File: config.mk
export PLATFORM = sky130hd
export DESIGN_NAME = note_sequencer_flat
export DESIGN_NICKNAME = d
export VERILOG_FILES = /design/src/rtl/note_sequencer_if.sv /design/src/rtl/note_sequencer.sv /design/src/flat_wrapper.sv
export SDC_FILE = /design/constraint.sdc
export NUM_CORES = 1
export LEC_CHECK = 0
export ABC_CLOCK_PERIOD_IN_PS = 4150
export CAP_MARGIN = 40
export CORE_MARGIN = 3
export CORE_UTILIZATION = 57
export DETAILED_ROUTE_END_ITERATION = 7
export PLACE_DENSITY = 0.91
export SYNTH_ARGS = -nofsm -noshare
export SYNTH_HDL_FRONTEND = slang
export SYNTH_SLANG_ARGS = --single-unit
File: constraint.sdc
create_clock -name clk -period 4.15 [get_ports clk]
set_input_delay 1.245 -clock clk [delete_from_list [all_inputs] [get_ports clk]]
set_output_delay 1.245 -clock clk [all_outputs]
set_load 0.1 [all_outputs]
File: src/rtl/note_sequencer_if.sv
// Bus bundle between the front-end, song ROM, buzzer and the note sequencer.
interface note_sequencer_if #(
    parameter int unsigned ADDR_W = 6
) ();
    logic [6:0]        key_low;
    logic [2:0]        key_pitch;
    logic              play_start;
    logic              play_stop;
    logic [ADDR_W-1:0] rom_addr;
    logic [17:0]       rom_data;
    logic [6:0]        low;
    logic [2:0]        pitch;
    logic              busy;
    logic              done;
    logic [ADDR_W-1:0] note_idx;

    // Front-end / ROM / buzzer side
    modport master (
        output key_low, key_pitch, play_start, play_stop, rom_data,
        input  rom_addr, low, pitch, busy, done, note_idx
    );

    // Sequencer side
    modport slave (
        input  key_low, key_pitch, play_start, play_stop, rom_data,
        output rom_addr, low, pitch, busy, done, note_idx
    );
endinterface

File: src/rtl/note_sequencer.sv
// Note sequencer: forwards live keys to the buzzer in manual mode, or walks
// a synchronous song ROM (note, octave, duration) with a silent gap per note.
module note_sequencer #(
    parameter int unsigned TICK_DIV  = 1000000,
    parameter int unsigned GAP_TICKS = 2,
    parameter int unsigned ADDR_W    = 6,
    parameter int unsigned SONG_LEN  = 64
) (
    input  logic           clk,
    input  logic           rst,
    note_sequencer_if.slave bus
);

    localparam int unsigned PRESC_W = (TICK_DIV > 1) ? $clog2(TICK_DIV) : 1;
    localparam int unsigned GAP_W   = (GAP_TICKS > 0) ? $clog2(GAP_TICKS + 1) : 1;
    localparam logic [PRESC_W-1:0] PRESC_MAX = PRESC_W'(TICK_DIV - 1);
    localparam logic [GAP_W-1:0]   GAP_INIT  = GAP_W'(GAP_TICKS);
    localparam logic [ADDR_W-1:0]  LAST_ADDR = ADDR_W'(SONG_LEN - 1);

    typedef enum logic [2:0] {
        S_IDLE,
        S_FETCH,
        S_LOAD,
        S_PLAY,
        S_GAP,
        S_DONE
    } state_t;

    state_t            state_q, state_d;
    logic [6:0]        low_q, low_d;
    logic [2:0]        pitch_q, pitch_d;
    logic [ADDR_W-1:0] addr_q, addr_d;
    logic [ADDR_W-1:0] idx_q, idx_d;
    logic [PRESC_W-1:0] presc_q, presc_d;
    logic [7:0]        dur_q, dur_d;
    logic [GAP_W-1:0]  gap_q, gap_d;

    logic              wrap;
    logic              advance;
    logic [6:0]        rom_note;
    logic [2:0]        rom_pitch;
    logic [7:0]        rom_dur;

    assign rom_note  = bus.rom_data[17:11];
    assign rom_pitch = bus.rom_data[10:8];
    assign rom_dur   = bus.rom_data[7:0];
    assign wrap      = (presc_q == PRESC_MAX);

    // Only one-hot octave codes reach the buzzer; anything else maps to mid.
    function automatic logic [2:0] norm_pitch(input logic [2:0] p);
        case (p)
            3'b001, 3'b010, 3'b100: return p;
            default:                return 3'b010;
        endcase
    endfunction

    // State and datapath registers with synchronous reset.
    always_ff @(posedge clk) begin
        if (rst) begin
            state_q <= S_IDLE;
            low_q   <= '0;
            pitch_q <= '0;
            addr_q  <= '0;
            idx_q   <= '0;
            presc_q <= '0;
            dur_q   <= '0;
            gap_q   <= '0;
        end else begin
            state_q <= state_d;
            low_q   <= low_d;
            pitch_q <= pitch_d;
            addr_q  <= addr_d;
            idx_q   <= idx_d;
            presc_q <= presc_d;
            dur_q   <= dur_d;
            gap_q   <= gap_d;
        end
    end

    // Next-state logic: sequencing, tick counting and buzzer output control.
    always_comb begin
        state_d = state_q;
        low_d   = low_q;
        pitch_d = pitch_q;
        addr_d  = addr_q;
        idx_d   = idx_q;
        presc_d = presc_q;
        dur_d   = dur_q;
        gap_d   = gap_q;
        advance = 1'b0;

        case (state_q)
            S_IDLE: begin
                low_d   = bus.key_low;
                pitch_d = norm_pitch(bus.key_pitch);
                if (bus.play_start && !bus.play_stop) begin
                    state_d = S_FETCH;
                    addr_d  = '0;
                end
            end
            S_FETCH: state_d = S_LOAD;
            S_LOAD: begin
                if (rom_dur == 8'd0) begin
                    low_d   = '0;
                    state_d = S_DONE;
                end else begin
                    low_d   = rom_note;
                    pitch_d = norm_pitch(rom_pitch);
                    idx_d   = addr_q;
                    presc_d = '0;
                    dur_d   = rom_dur;
                    state_d = S_PLAY;
                end
            end
            S_PLAY: begin
                presc_d = wrap ? '0 : presc_q + 1'b1;
                if (wrap) begin
                    dur_d = dur_q - 8'd1;
                    if (dur_q == 8'd1) begin
                        low_d = '0;
                        if (GAP_TICKS > 0) begin
                            gap_d   = GAP_INIT;
                            state_d = S_GAP;
                        end else begin
                            advance = 1'b1;
                        end
                    end
                end
            end
            S_GAP: begin
                presc_d = wrap ? '0 : presc_q + 1'b1;
                if (wrap) begin
                    gap_d = gap_q - 1'b1;
                    if (gap_q == GAP_W'(1)) advance = 1'b1;
                end
            end
            S_DONE: begin
                low_d   = '0;
                state_d = S_IDLE;
            end
            default: state_d = S_IDLE;
        endcase

        if (advance) begin
            if (addr_q == LAST_ADDR) begin
                state_d = S_DONE;
            end else begin
                addr_d  = addr_q + 1'b1;
                state_d = S_FETCH;
            end
        end

        // Abort overrides whatever the sequencing above decided.
        if (bus.play_stop && state_q != S_IDLE) begin
            state_d = S_IDLE;
            low_d   = '0;
            pitch_d = '0;
            addr_d  = '0;
        end
    end

    assign bus.rom_addr = addr_q;
    assign bus.low      = low_q;
    assign bus.pitch    = pitch_q;
    assign bus.note_idx = idx_q;
    assign bus.busy     = (state_q != S_IDLE);
    assign bus.done     = (state_q == S_DONE);

endmodule
File: src/flat_wrapper.sv
// flat-port wrapper written by rule: the top's interface ports become plain ports
module note_sequencer_flat 
#(
    parameter int unsigned TICK_DIV  = 1000000,
    parameter int unsigned GAP_TICKS = 2,
    parameter int unsigned ADDR_W    = 6,
    parameter int unsigned SONG_LEN  = 64
)
  (clk, rst, bus_key_low, bus_key_pitch, bus_play_start, bus_play_stop, bus_rom_data, bus_rom_addr, bus_low, bus_pitch, bus_busy, bus_done, bus_note_idx);
  note_sequencer_if #(.ADDR_W(ADDR_W)) bus_i ();
  input  logic clk;
  input  logic rst;
  input wire logic [$bits(bus_i.key_low)-1:0] bus_key_low;
  input wire logic [$bits(bus_i.key_pitch)-1:0] bus_key_pitch;
  input wire logic [$bits(bus_i.play_start)-1:0] bus_play_start;
  input wire logic [$bits(bus_i.play_stop)-1:0] bus_play_stop;
  input wire logic [$bits(bus_i.rom_data)-1:0] bus_rom_data;
  output wire logic [$bits(bus_i.rom_addr)-1:0] bus_rom_addr;
  output wire logic [$bits(bus_i.low)-1:0] bus_low;
  output wire logic [$bits(bus_i.pitch)-1:0] bus_pitch;
  output wire logic [$bits(bus_i.busy)-1:0] bus_busy;
  output wire logic [$bits(bus_i.done)-1:0] bus_done;
  output wire logic [$bits(bus_i.note_idx)-1:0] bus_note_idx;
  assign bus_i.key_low = bus_key_low;
  assign bus_i.key_pitch = bus_key_pitch;
  assign bus_i.play_start = bus_play_start;
  assign bus_i.play_stop = bus_play_stop;
  assign bus_i.rom_data = bus_rom_data;
  assign bus_rom_addr = bus_i.rom_addr;
  assign bus_low = bus_i.low;
  assign bus_pitch = bus_i.pitch;
  assign bus_busy = bus_i.busy;
  assign bus_done = bus_i.done;
  assign bus_note_idx = bus_i.note_idx;
  note_sequencer #(.TICK_DIV(TICK_DIV), .GAP_TICKS(GAP_TICKS), .ADDR_W(ADDR_W), .SONG_LEN(SONG_LEN)) u_core (.clk(clk), .rst(rst), .bus(bus_i));
endmodule
run_1/power_grid.png
Bar = 20 um. Pins as bars on the die edge.
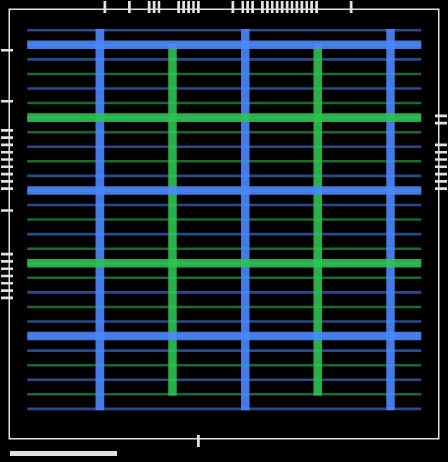
VDD: shown in green. VSS: shown in blue.
5 straps on met5. The core has 26 rows. 27 met1 rails follow the rows. 56 signal pins sit on the boundary. 5 straps on met4.
core area: 5200 sq um
chip height: 79.9 um

run_1/cell_density.png
Bar = 20 um. 8 x 8 tiles, from black (low) to pale yellow (high), 0 to 100% covered.
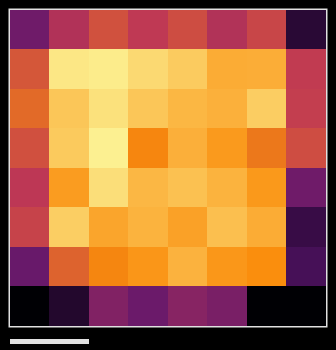
4.7% of the tiles are nearly empty. The fullest tile reaches 97%. The mean over all tiles is 63%. 50% of the tiles are over 75% full. The densest ninth of the die: center.
Post-Route Utilization: 79.2%
starting density of the core: 59.9%

run_1/io_fan.png
Bar = 20 um.
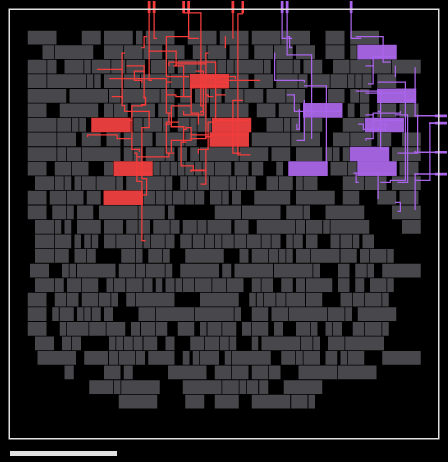
`bus_low`: shown in purple, direction output, edge 4 east, 3 north, end cells 7, wire 297 um. `bus_rom_addr`: shown in red, direction output, edge north, end cells 6, wire 440 um.

[run 1: final timing paths]
kind / start / end / slack [ps]
worst min register to register: u_core.dur_q[7] / u_core.dur_q[7] / 490
worst max-delay path: u_core.state_q[0] / bus_done / 740
worst min-delay path: u_core.dur_q[7] / u_core.dur_q[7] / 490
worst max register to register: u_core.state_q[0] / u_core.bus.low[6] / 1290
[run 1: sequential cells by signal, summed over array words and instances, names as in the netlist]
signal and flops:
u_core.bus.rom_addr 6, u_core.bus.note_idx 6, u_core.dur_q 8, u_core.presc_q 20
u_core.state_q 3, u_core.gap_q 2, u_core.bus.low 7, u_core.bus.pitch 3
[run 1: kinds of logic after synthesis]
family,after synthesis
buf+inv,36
compound gates,101
mux,9
simple gates,159
fa+ha+maj,5
flops,55
xor+xnor,16
==> flow_summary.toml, run 1 <==
# implementation run metrics
[cts]
postCtsResizedCells = 0
ctsHoldBuffers = 0

[worst_setup_path]
cp.arrival_ps = 2170
critPathKind = "register to output port"
slowest_stage = "dfxtp_1"
critPathBufInv = 1
cpPeakStageDelay_ps = 870

[global_routing]
grt_pass1_wl_um = 14200

[sta]
period_minus_slack_ps = 3410
hold-worst-slack_ps = 487

[layout]
comb_area_sq_um = 1870
diodes = 0
fin_nets = 488
clk_share_pct = 2.16

[synth]
syn-cell-area_sq_um = 3120
edf_count = 0
xor_share_pct = 4.50
synth_top_area_share_pct = 35.3

[drt]
drc_errors = 1

[run_status]
status = "finished with violations"
violations = "design-rule violations"
run_1/placement_by_type.png
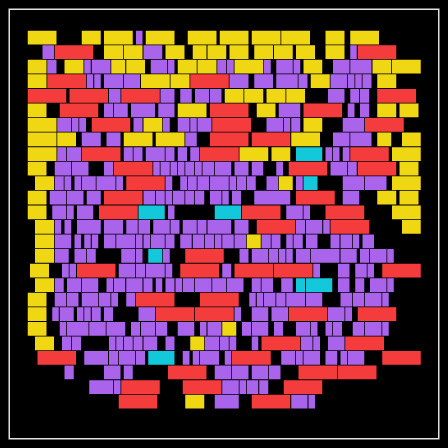

==> run 1 -> run 2 <==
- ABC_CLOCK_PERIOD_IN_PS: 4150 -> 2980
- CORE_UTILIZATION: 57 -> 48
- PLACE_DENSITY: 0.91 -> 0.82
- clock period: 4.15 -> 2.98 ns (I/O delays scaled with it)
run_2/placement_by_type.png
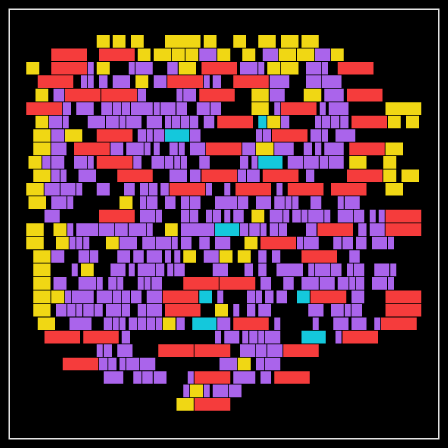
other buffers and delay cells: shown in yellow, cells 72, share of their area 17%. flops: shown in red, cells 55, share of their area 29%. combinational and other logic: shown in purple, cells 307, share of their area 51%. clock drivers and dummy loads: shown in cyan, cells 8, share of their area 2.4%.
core area: 6100 sq um
Post-Route Utilization: 63.3%
Seq/total area: 28.5%
Rows: 28
design area: 3860 sq um

==> flow_summary.toml, run 2 <==
# implementation run metrics
[floorplan]
tapCellCount = 75
fp_util_pct = 51.1
die_h_um = 86.6
chipArea_sq_um = 7500

[placed_design]
placed_cells = 509
dp.final_hpwl_um = 6090

[hold_path]
min_from = "u_core.dur_q[7]"
hold_path_end = "u_core.dur_q[7]"

[worst_setup_path]
r2r-start = "u_core.state_q[1]"
crit_path_start = "bus_rom_data[2]"
cpPeakStageDelay_ps = 580
r2r-end = "u_core.bus.low[3]"
cp.arrival_ps = 2870
critPathKind = "input port to register"
r2r_slack_ps = 580
slowest_stage = "or4_1"

[global_routing]
grt_pass1_wl_um = 13200

[cts]
postCtsResizedCells = 0

[sta]
max_slew_margin_pct = 52.2

[synth]
edf_count = 0
xor_share_pct = 4.50
synthDistinctLibCells = 63
synth_top_area_share_pct = 35.3
top_cells_by_count = "dfxtp_1, nor2_1, a21oi_1, nand2_1"

[layout]
comb_area_sq_um = 1870
regMostFlops = "u_core.presc_q"
fin_nets = 478
largest_reg_flops = 20
diodes = 0
clk_share_pct = 2.30

[run_status]
status = "completed"

[drt]
drc_errors = 0
[run 2: cell types whose count changed in the layout (fill, tap and decap cells not counted), sizes merged]
cell | previous run | this run
buf | 29 | 41
clkdlybuf4s50 | 53 | 31
[run 2: kinds of logic after synthesis]
family                   count (synthesis)
AND/OR/NAND/NOR                        159
AND-OR/OR-AND                          101
flip-flops                              55
buffers and inverters                   36
XOR/XNOR                                16
multiplexers                             9
adder cells (fa/ha/maj)                  5
[run 2: worst reg2reg max path: cells and delay by family, from the launching register on]
kind | cells | cell delay (ps)
AND-OR/OR-AND | 3 | 1260
flip-flops | 1 | 590
AND/OR/NAND/NOR | 2 | 490
[run 2: per-layer routing]
layer / global-route usage, % / part of all wire [%]
met4: 6.52 / 1.1
met1: 28.2 / 44
met3: 3.71 / 6.2
met2: 36.2 / 49
met5: 0 / 0
